**src/rtl/mac_pipe.sv**
```systemverilog
// mac_pipe: three-stage pipelined unsigned multiply-accumulate.
//   Accepts one operand pair per clock (no backpressure) and accumulates a*b
//   into a framed dot product. The frame is delimited by first/last.
//   Overflow either wraps modulo 2^ACC_W (SAT=0) or clamps at all-ones (SAT=1).
//   Either way the sticky ovf flag is set.
//
// Ports:
//   clk        single clock, rising edge
//   rst        asynchronous active-high reset
//   in_valid   operand pair valid this cycle
//   a, b       unsigned operands, WIDTH bits
//   first      (with in_valid) sample starts a new accumulation
//   last       (with in_valid) sample ends the accumulation
//   acc        running accumulator, ACC_W bits
//   out_valid  one-cycle pulse: acc holds a completed result
//   ovf        sticky overflow for the current accumulation
//   cnt        samples in the current accumulation (saturating)
module mac_pipe #(
  parameter int WIDTH = 16,
  parameter int ACC_W = 40,
  parameter int SAT   = 0,
  parameter int CNT_W = 16
) (
  input  logic             clk,
  input  logic             rst,
  input  logic             in_valid,
  input  logic [WIDTH-1:0] a,
  input  logic [WIDTH-1:0] b,
  input  logic             first,
  input  logic             last,
  output logic [ACC_W-1:0] acc,
  output logic             out_valid,
  output logic             ovf,
  output logic [CNT_W-1:0] cnt
);

  // Resolve an ACC_W+1 bit sum into the stored accumulator value.
  function automatic logic [ACC_W-1:0] acc_resolve(input logic [ACC_W:0] s);
    if (s[ACC_W] && (SAT != 0)) return '1;
    return s[ACC_W-1:0];
  endfunction

  // Sample counter increment that sticks at its maximum.
  function automatic logic [CNT_W-1:0] cnt_sat_inc(input logic [CNT_W-1:0] c);
    if (&c) return c;
    return c + CNT_W'(1);
  endfunction

  logic                 vld_p0_q, first_p0_q, last_p0_q;
  logic [WIDTH-1:0]     a_p0_q, b_p0_q;
  logic                 vld_p1_q, first_p1_q, last_p1_q;
  logic [2*WIDTH-1:0]   prod_p1_q;
  logic [ACC_W-1:0]     acc_q, acc_d;
  logic                 ovf_q, ovf_d;
  logic [CNT_W-1:0]     cnt_q, cnt_d;
  logic                 out_valid_q;
  logic [ACC_W:0]       base_d, sum_d;

  // S0: capture inputs
  always_ff @(posedge clk or posedge rst) begin
    if (rst) begin
      vld_p0_q   <= 1'b0;
      first_p0_q <= 1'b0;
      last_p0_q  <= 1'b0;
      a_p0_q     <= '0;
      b_p0_q     <= '0;
    end else begin
      vld_p0_q   <= in_valid;
      first_p0_q <= first & in_valid;
      last_p0_q  <= last & in_valid;
      a_p0_q     <= a;
      b_p0_q     <= b;
    end
  end

  // S1: full-precision multiply
  always_ff @(posedge clk or posedge rst) begin
    if (rst) begin
      vld_p1_q   <= 1'b0;
      first_p1_q <= 1'b0;
      last_p1_q  <= 1'b0;
      prod_p1_q  <= '0;
    end else begin
      vld_p1_q   <= vld_p0_q;
      first_p1_q <= first_p0_q;
      last_p1_q  <= last_p0_q;
      prod_p1_q  <= a_p0_q * b_p0_q;
    end
  end

  // S2: accumulate
  always_comb begin
    base_d = first_p1_q ? '0 : {1'b0, acc_q};
    sum_d  = base_d + {{(ACC_W + 1 - 2 * WIDTH){1'b0}}, prod_p1_q};
    acc_d  = acc_resolve(sum_d);
    // A first sample restarts the sticky flag from its own overflow.
    ovf_d  = sum_d[ACC_W] | (ovf_q & ~first_p1_q);
    cnt_d  = first_p1_q ? CNT_W'(1) : cnt_sat_inc(cnt_q);
  end

  always_ff @(posedge clk or posedge rst) begin
    if (rst) begin
      acc_q       <= '0;
      ovf_q       <= 1'b0;
      cnt_q       <= '0;
      out_valid_q <= 1'b0;
    end else begin
      if (vld_p1_q) begin
        acc_q <= acc_d;
        ovf_q <= ovf_d;
        cnt_q <= cnt_d;
      end
      out_valid_q <= vld_p1_q & last_p1_q;
    end
  end

  assign acc       = acc_q;
  assign ovf       = ovf_q;
  assign cnt       = cnt_q;
  assign out_valid = out_valid_q;

endmodule

```
**config.mk**
```make
export PLATFORM = sky130hd
export DESIGN_NAME = mac_pipe
export DESIGN_NICKNAME = d
export VERILOG_FILES = /design/src/rtl/mac_pipe.sv
export SDC_FILE = /design/constraint.sdc
export NUM_CORES = 1
export LEC_CHECK = 0
export CAP_MARGIN = 20
export CORE_MARGIN = 2
export CORE_UTILIZATION = 40
export CTS_CLUSTER_DIAMETER = 150
export DETAILED_ROUTE_END_ITERATION = 10
export PLACE_DENSITY = 0.63
export RECOVER_POWER = 25
export SKIP_CTS_REPAIR_TIMING = 1
export SYNTH_ARGS = -nofsm -noshare
export SYNTH_HDL_FRONTEND = slang
export SYNTH_SLANG_ARGS = --single-unit
```
**constraint.sdc**
```tcl
create_clock -name clk -period 7.3 [get_ports clk]
set_input_delay 1.46 -clock clk [delete_from_list [all_inputs] [get_ports clk]]
set_output_delay 1.46 -clock clk [all_outputs]
set_load 0.05 [all_outputs]
```
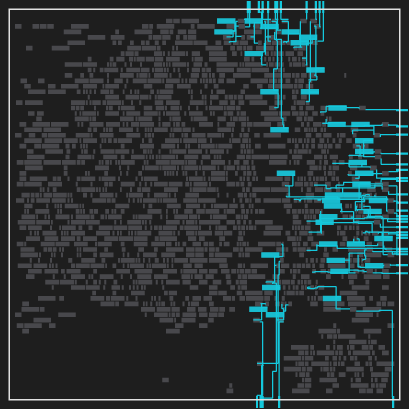
Figure 1: wires at chosen ports, followed through buffers.
Scale: 2 px per um.
legend:
  cyan:
    port: acc
    bits: 40
    direction: output
    edge: 23 east, 12 north, 5 south
    end_cells: 40
    buffers: 40
    wire: 1800 um
I/O Pins: 95
quantity of I/O buffers inserted on ports: 94

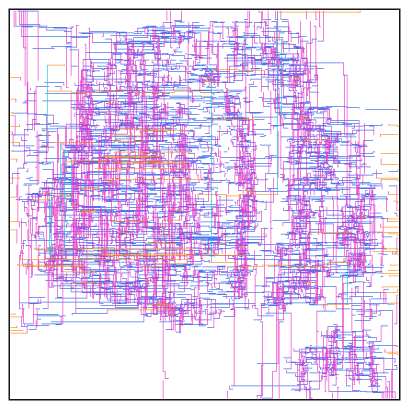
Figure 2: signal wires by layer.
Scale: 2 px per um.
legend:
  cyan:
    layer: met4
    wire_length: 474 um
  blue:
    layer: met1
    wire_length: 16500 um
  magenta:
    layer: met2
    wire_length: 15600 um
  orange:
    layer: met3
    wire_length: 1660 um
wire length after detailed routing: 34220 um
overall via count from detail_route: 10506

==> run notes <==
Synthesis and place-and-route results.

- Synthesis handed over a netlist of 1536 instances.
- The iteration count of the initial detailed-routing pass is 5.
- Per the synth log, the flip-flop and latch total comes to 128.
- The cell sitting at the root of the clock tree is a clkbuf_16.
- The portion of the layout cell area used by non-clock buffers is 5.943%.
- According to the floorplan report, the placeable core area is 35660 sq um.
- Per the hold report, the tightest min-delay path originates at last_p0_q$_DFF_PP0_.
- The number of cells in the finished layout apart from fillers is 2080.
- The checks that failed: max-capacitance violations, max-slew violations.
- The number of multi-input combinational cells in the layout is 1095.
- The per-cell via count in the routed design is 5.051.
- The initial DRC count is 570.
- Among the stages of the critical path, the cell type that occurs most often is a21o_1.
- The clock sink count is 128.
- Counting pins that exceed their max-slew limit in the final report gives 119.
- The run finished, with violations left.
- The startpoint identified for the worst register-to-register timing path is a_p0_q[8]$_DFF_PP0_.
- Endpoints with negative setup slack in the final report add up to 0.
- The initial antenna violation count came to 0.
- Setup repair after global routing left no endpoint under its margin.
- The clock network area share is 3.816%.
- The combinational cell area excluding buffers and inverters is 10140 sq um.
- Overall routing resource usage recorded by global route was 19.13%.
- The sink of the worst hold path is last_p1_q$_DFF_PP0_.
- The slowest stage cell on the critical path is dfrtp_1.
- The worst register-to-register path has a depth of 20.
- Max-cap violations in this run came to 2.
- Counting distinct cell types in the post-synthesis netlist gives 62.
- The layout stage reports a final design area of 16530 sq um.
- The yosys cell count is 1536.
- The flow inserted 461 tap cells.
- The final critical-path share of the clock period is 84.91%.
- Checking hold timing, the worst path is listed with class reg -> reg.
- The fraction of the yosys area taken by sequential cells is 22.06%.
- Leaving out fill and tap cells, the most frequent cells in the layout are inv_1 (263), fa_1 (195), nand2_1 (191).
- The worst setup margin is 1.102 ns.
- For this configuration, the core starts out at a cell density of 40.73%.
- The synthesized netlist net count is 1905.
- The arrival time of data at the critical path endpoint is 6.57 ns.
- The TritonCTS clock tree is done.
- The final setup TNS is 0 ns.
- The area recorded from the Yosys report for this design is 14520 sq um.
- Per the CTS log, the maximum H-tree level is 4.
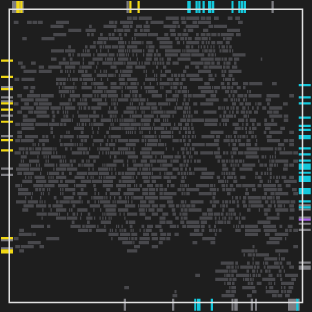
Figure 3: pin placement.
Scale: 1.5 px per um. Pins as bars across the die edge, other pins in gray.
legend:
  purple:
    port: first
    pins: 1
    direction: input
    edge: east
  yellow:
    port: b
    pins: 16
    direction: input
    edge: 11 west, 5 north
  cyan:
    port: acc
    pins: 40
    direction: output
    edge: 23 east, 12 north, 5 south
all pins by edge: 32 east, 24 north, 20 west, 19 south
x dimension of the die: 194.5 um
die height: 194.5 um

[per-layer routing]
layer  wire length (um)  share of wire [%]
met1              16470                 48
met2              15620                 46
met3               1655                4.8
met4                474                1.4
met5                  0                  0
[kinds of logic after synthesis]
kind of cell	count (synthesis)	share of synthesized area, %
adders and majority gates	332	38.69
DFF	128	22.06
muxes	24	1.853
buffers and inverters	313	8.108
xor gates and xnor gates	61	3.679
AOI/OAI and AO/OA	197	9.211
and+or+nand+nor	481	16.41
[critical path, delay by kind of cell (launching register included)]
kind                     cells  cell delay (ns)
XOR/XNOR                     1             0.14
adder cells (fa/ha/maj)      7             3.34
buffers and inverters        3             0.18
flip-flops                   1             0.77
AND-OR/OR-AND                8             1.50
AND/OR/NAND/NOR              1             0.17
